$ cat config.mk
export PLATFORM = sky130hd
export DESIGN_NAME = multicycle_ctrl_fsm
export DESIGN_NICKNAME = d
export VERILOG_FILES = /design/src/rtl/multicycle_ctrl_fsm.sv
export SDC_FILE = /design/constraint.sdc
export NUM_CORES = 1
export LEC_CHECK = 0
export CELL_PAD_IN_SITES_DETAIL_PLACEMENT = 1
export CELL_PAD_IN_SITES_GLOBAL_PLACEMENT = 1
export CORE_ASPECT_RATIO = 1.1
export CORE_UTILIZATION = 39
export CTS_CLUSTER_DIAMETER = 150
export CTS_CLUSTER_SIZE = 16
export DETAILED_ROUTE_END_ITERATION = 7
export PLACE_DENSITY = 0.88
export SYNTH_ARGS = -nofsm -noshare
export SYNTH_HDL_FRONTEND = slang
export SYNTH_SLANG_ARGS = --single-unit
$ cat constraint.sdc
create_clock -name clk -period 2.1 [get_ports clk]
set_input_delay 0.42 -clock clk [delete_from_list [all_inputs] [get_ports clk]]
set_output_delay 0.42 -clock clk [all_outputs]
set_load 0.01 [all_outputs]
$ cat src/rtl/multicycle_ctrl_fsm.sv
// Multicycle control unit for the KGP-RISC datapath: FETCH/DECODE/EXEC/MEM/WB/DONE/HALT
// sequencing with registered Moore outputs, memory timeout, CALL link and CMOV gating.
module multicycle_ctrl_fsm #(
   parameter int OPCODE_W    = 6,
   parameter int FUNC_W      = 5,
   parameter int ALUOP_W     = 4,
   parameter int MEM_TIMEOUT = 15
) (
   input  logic                clk,
   input  logic                rst_n,
   input  logic [OPCODE_W-1:0] opcode,
   input  logic [FUNC_W-1:0]   func,
   input  logic                int_req,
   input  logic                mem_ready,
   input  logic                cmov_cond,
   output logic [ALUOP_W-1:0]  alu_op,
   output logic [2:0]          br_op,
   output logic                alu_src,
   output logic                reg_alu_out,
   output logic                imm_sel,
   output logic                m_to_reg,
   output logic                rd_mem,
   output logic                wr_mem,
   output logic                wr_reg,
   output logic                upd_pc,
   output logic                call_link,
   output logic                illegal,
   output logic                mem_err,
   output logic                halted,
   output logic [2:0]          state_o
);
   localparam int CNT_W = $clog2(MEM_TIMEOUT + 1);

   typedef enum logic [2:0] {S_FETCH, S_DECODE, S_EXEC, S_MEM, S_WB, S_DONE, S_HALT} state_t;
   typedef enum logic [2:0] {K_ALU, K_CMOV, K_BR, K_LD, K_ST, K_HALT, K_NOP} kind_t;
   typedef struct packed {
      logic [ALUOP_W-1:0] alu_op;
      logic [2:0]         br_op;
      logic               alu_src;
      logic               reg_alu_out;
      logic               imm_sel;
      logic               call_link;
      logic               bad;
   } steer_t;

   function automatic steer_t steer(input logic [OPCODE_W-1:0] op, input logic [3:0] fn);
      steer_t s;
      s = '0;
      if (op == '0) begin
         if (fn == 4'd0) s.bad = 1'b1;
         else begin
            s.alu_op      = ALUOP_W'(fn) - ALUOP_W'(1);
            s.alu_src     = 1'b1;
            s.reg_alu_out = 1'b1;
         end
      end else if (op <= OPCODE_W'(15)) s.alu_op = ALUOP_W'(op[3:0]) - ALUOP_W'(1);
      else if (op == OPCODE_W'(16)) s.alu_op = {ALUOP_W{1'b1}};
      else if (op == OPCODE_W'(20) || op == OPCODE_W'(21)) begin
         s.alu_src     = 1'b1;
         s.reg_alu_out = 1'b1;
      end else if (op == OPCODE_W'(17) || op == OPCODE_W'(18)) s.alu_op = '0;
      else if (op >= OPCODE_W'(32) && op <= OPCODE_W'(35)) begin
         s.br_op   = 3'(op[1:0]) + 3'd1;
         s.imm_sel = 1'b1;
      end else if (op == OPCODE_W'(38)) begin
         s.br_op     = 3'd1;
         s.imm_sel   = 1'b1;
         s.call_link = 1'b1;
      end else if (op != OPCODE_W'(36) && op != OPCODE_W'(37)) s.bad = 1'b1;
      return s;
   endfunction

   function automatic kind_t classify(input logic [OPCODE_W-1:0] op, input logic [3:0] fn);
      if (op == '0) return (fn == 4'd0) ? K_NOP : K_ALU;
      if (op <= OPCODE_W'(16) || op == OPCODE_W'(20) || op == OPCODE_W'(38)) return K_ALU;
      if (op == OPCODE_W'(21)) return K_CMOV;
      if (op == OPCODE_W'(17)) return K_LD;
      if (op == OPCODE_W'(18)) return K_ST;
      if (op >= OPCODE_W'(32) && op <= OPCODE_W'(35)) return K_BR;
      if (op == OPCODE_W'(36)) return K_HALT;
      return K_NOP;
   endfunction

   state_t              state;
   logic [CNT_W-1:0]    cnt;
   logic [OPCODE_W-1:0] ir_op;
   logic [FUNC_W-1:0]   ir_func;
   steer_t              s_in;
   kind_t               kind;
   logic                unused_func;

   assign s_in        = steer(opcode, func[3:0]);
   assign kind        = classify(ir_op, ir_func[3:0]);
   assign state_o     = state;
   assign unused_func = ^ir_func;

   always_ff @(posedge clk or negedge rst_n) begin
      if (!rst_n) begin
         state       <= S_FETCH;
         cnt         <= '0;
         ir_op       <= '0;
         ir_func     <= '0;
         alu_op      <= '0;
         br_op       <= '0;
         alu_src     <= 1'b0;
         reg_alu_out <= 1'b0;
         imm_sel     <= 1'b0;
         m_to_reg    <= 1'b0;
         rd_mem      <= 1'b0;
         wr_mem      <= 1'b0;
         wr_reg      <= 1'b0;
         upd_pc      <= 1'b0;
         call_link   <= 1'b0;
         illegal     <= 1'b0;
         mem_err     <= 1'b0;
         halted      <= 1'b0;
      end else begin
         illegal <= 1'b0;
         mem_err <= 1'b0;
         wr_reg  <= 1'b0;
         upd_pc  <= 1'b0;
         case (state)
            S_FETCH: begin
               ir_op       <= opcode;
               ir_func     <= func;
               alu_op      <= s_in.alu_op;
               br_op       <= s_in.br_op;
               alu_src     <= s_in.alu_src;
               reg_alu_out <= s_in.reg_alu_out;
               imm_sel     <= s_in.imm_sel;
               call_link   <= s_in.call_link;
               illegal     <= s_in.bad;
               state       <= S_DECODE;
            end
            S_DECODE: begin
               case (kind)
                  K_ALU, K_CMOV: begin
                     wr_reg <= (kind == K_ALU) | cmov_cond;
                     state  <= S_WB;
                  end
                  K_BR: state <= S_EXEC;
                  K_LD: begin
                     rd_mem <= 1'b1;
                     state  <= S_MEM;
                  end
                  K_ST: begin
                     wr_mem <= 1'b1;
                     state  <= S_MEM;
                  end
                  K_HALT: begin
                     halted <= 1'b1;
                     state  <= S_HALT;
                  end
                  default: begin
                     upd_pc <= 1'b1;
                     state  <= S_DONE;
                  end
               endcase
            end
            S_EXEC: begin
               upd_pc <= 1'b1;
               state  <= S_DONE;
            end
            // mem_ready is checked before the timeout so a late response still completes
            S_MEM: begin
               if (mem_ready) begin
                  cnt    <= '0;
                  rd_mem <= 1'b0;
                  wr_mem <= 1'b0;
                  if (kind == K_LD) begin
                     m_to_reg <= 1'b1;
                     wr_reg   <= 1'b1;
                     state    <= S_WB;
                  end else begin
                     upd_pc <= 1'b1;
                     state  <= S_DONE;
                  end
               end else if (cnt == CNT_W'(MEM_TIMEOUT - 1)) begin
                  cnt     <= '0;
                  rd_mem  <= 1'b0;
                  wr_mem  <= 1'b0;
                  mem_err <= 1'b1;
                  upd_pc  <= 1'b1;
                  state   <= S_DONE;
               end else begin
                  cnt <= cnt + CNT_W'(1);
               end
            end
            S_WB: begin
               upd_pc <= 1'b1;
               state  <= S_DONE;
            end
            S_DONE: begin
               alu_op      <= '0;
               br_op       <= '0;
               alu_src     <= 1'b0;
               reg_alu_out <= 1'b0;
               imm_sel     <= 1'b0;
               call_link   <= 1'b0;
               m_to_reg    <= 1'b0;
               state       <= S_FETCH;
            end
            S_HALT: begin
               if (int_req) begin
                  halted <= 1'b0;
                  upd_pc <= 1'b1;
                  state  <= S_DONE;
               end
            end
            default: state <= S_FETCH;
         endcase
      end
   end
endmodule

==> impl_results.rst <==
Physical design figures
=======================

.. list-table::
   :header-rows: 1

   * - Metric
     - Value
   * - Run status
     - finished with violations
   * - Failing checks
     - DRC
   * - Tool warnings
     - 33
   * - Top non-seq family
     - simple AND/OR/NAND/NOR gates
   * - Core Footprint
     - 5030 um^2
   * - # fillers
     - roughly 610
   * - Number of well taps
     - 58
   * - Post-route setup TNS
     - 0 ps
   * - Root buf cell
     - sky130_fd_sc_hd__clkbuf_8
   * - Synth top area cells
     - sky130_fd_sc_hd__dfrtp_1 43%, sky130_fd_sc_hd__nand2_1 7.2%, sky130_fd_sc_hd__o21ai_0 6.1%
   * - Port Buffer Count
     - 36
   * - Sequential cell area
     - 876 um^2
   * - Cell depth of the worst flop-to-flop path
     - 4
   * - Mean routed wirelength per cell
     - 17.0 um
   * - Dominant kind of cell
     - logic gates
   * - Utilization of the core after routing
     - 52.8%
   * - Die W
     - 71.1 um
   * - Worst Setup Slack, final
     - between 90 and 100 ps
   * - Register clock-pin slew on the reported worst setup and hold paths
     - 70 ps
   * - Post-CTS sizing
     - 0
   * - Post-synth tally of flip-flops with integrated enable
     - 0
   * - Maximum number of pins on one net before global-route repair
     - 36
   * - Iteration tally of the first detailed-router pass
     - 6
   * - Slowest CP cell
     - sky130_fd_sc_hd__clkdlybuf4s50_1
   * - Post-layout period usage of the worst path
     - 95.4%
   * - Drt drc
     - 3
   * - Hold Path Class
     - register to register
   * - Count of instantiated cells in the yosys netlist
     - approximately 240
   * - Worst slew margin relative to its limit
     - between 60% and 70%
   * - Final weighted congestion of routability-driven global placement
     - between 0.7 and 0.8
   * - Top area contributor share
     - 42.8%
   * - And+or+nand+nor area frac
     - 24.6%
   * - Aggregate global routing overflow
     - 0
   * - Dominant register cell in the synthesized netlist
     - sky130_fd_sc_hd__dfrtp_1
[worst min path at each step]
stage	start	to	slack [ps]
finish	ir_func[3]	ir_func[3]	490
global route	imm_sel	imm_sel	520
CTS	imm_sel	imm_sel	490
detailed placement	ir_func[3]	ir_func[3]	470
global placement	imm_sel	imm_sel	460
floorplan	rst_n	alu_op[0]	120
[cell families after synthesis]
group	after synthesis
compound gates	70
xor+xnor	1
fa+ha+maj	9
buf+inv	22
flops	35
mux	1
simple gates	99
[worst max-delay path, delay by kind of cell]
kind	cells	cell delay, ps
simple gates	4	870
buf+inv	2	510
compound gates	1	220
fa+ha+maj	1	170
[routing by layer]
metal / share of wire, % / track usage, %
met4: 1.8 / 10.6
met5: 0 / 0
met1: 43 / 27.3
met2: 52 / 39.6
met3: 3.3 / 5.06
==> images/layer_met1.png <==
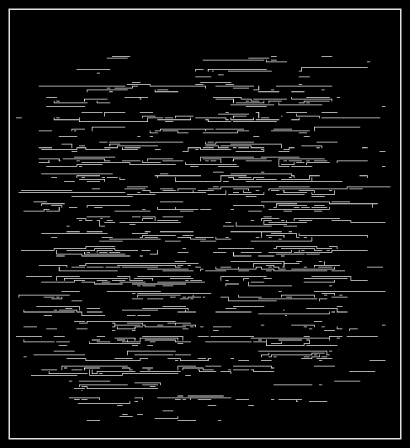
nets with wire on the layer: 261
main direction: horizontal
wire length on this layer: 2520 um
WL final: 5830 um
met1 Track Usage GR: 27.3%
total vias in the final route: 1947

==> images/layer_met2.png <==
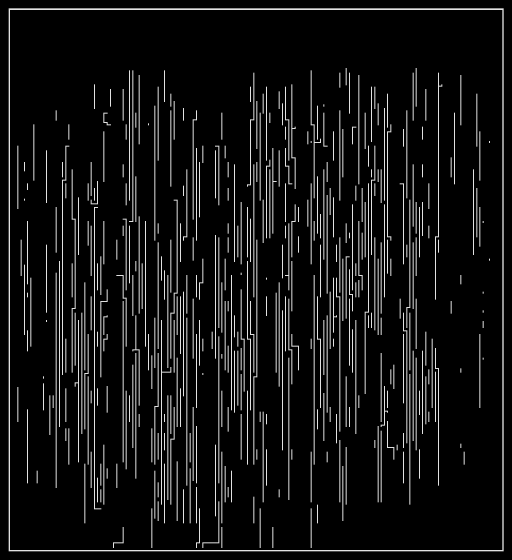
main direction: vertical
longest straight run: 43.5 um
nets with wire on the layer: 274
share of all routed wire: 52%
met2 Track Usage GR: 39.6%

==> images/layer_met3.png <==
Scale bar: 20 um.
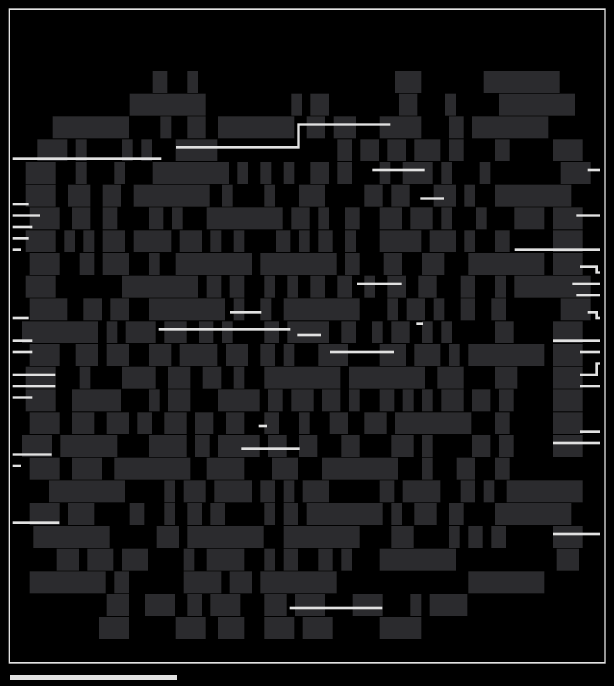
nets with wire on the layer: 35
longest straight run: 17.5 um
share of all routed wire: 3.3%
wire length on this layer: 192 um
GR Layer Usage met3: 5.06%

==> images/layer_met4.png <==
Scale bar: 20 um.
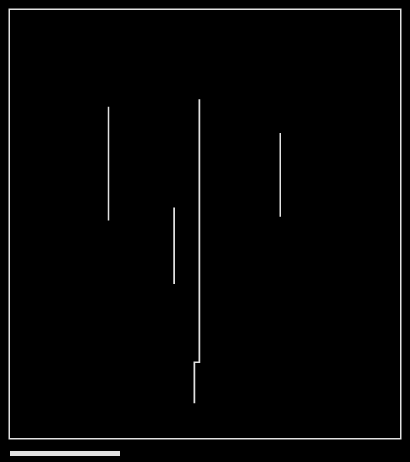
share of all routed wire: 1.8%
longest straight run: 47.7 um
nets with wire on the layer: 4
main direction: vertical

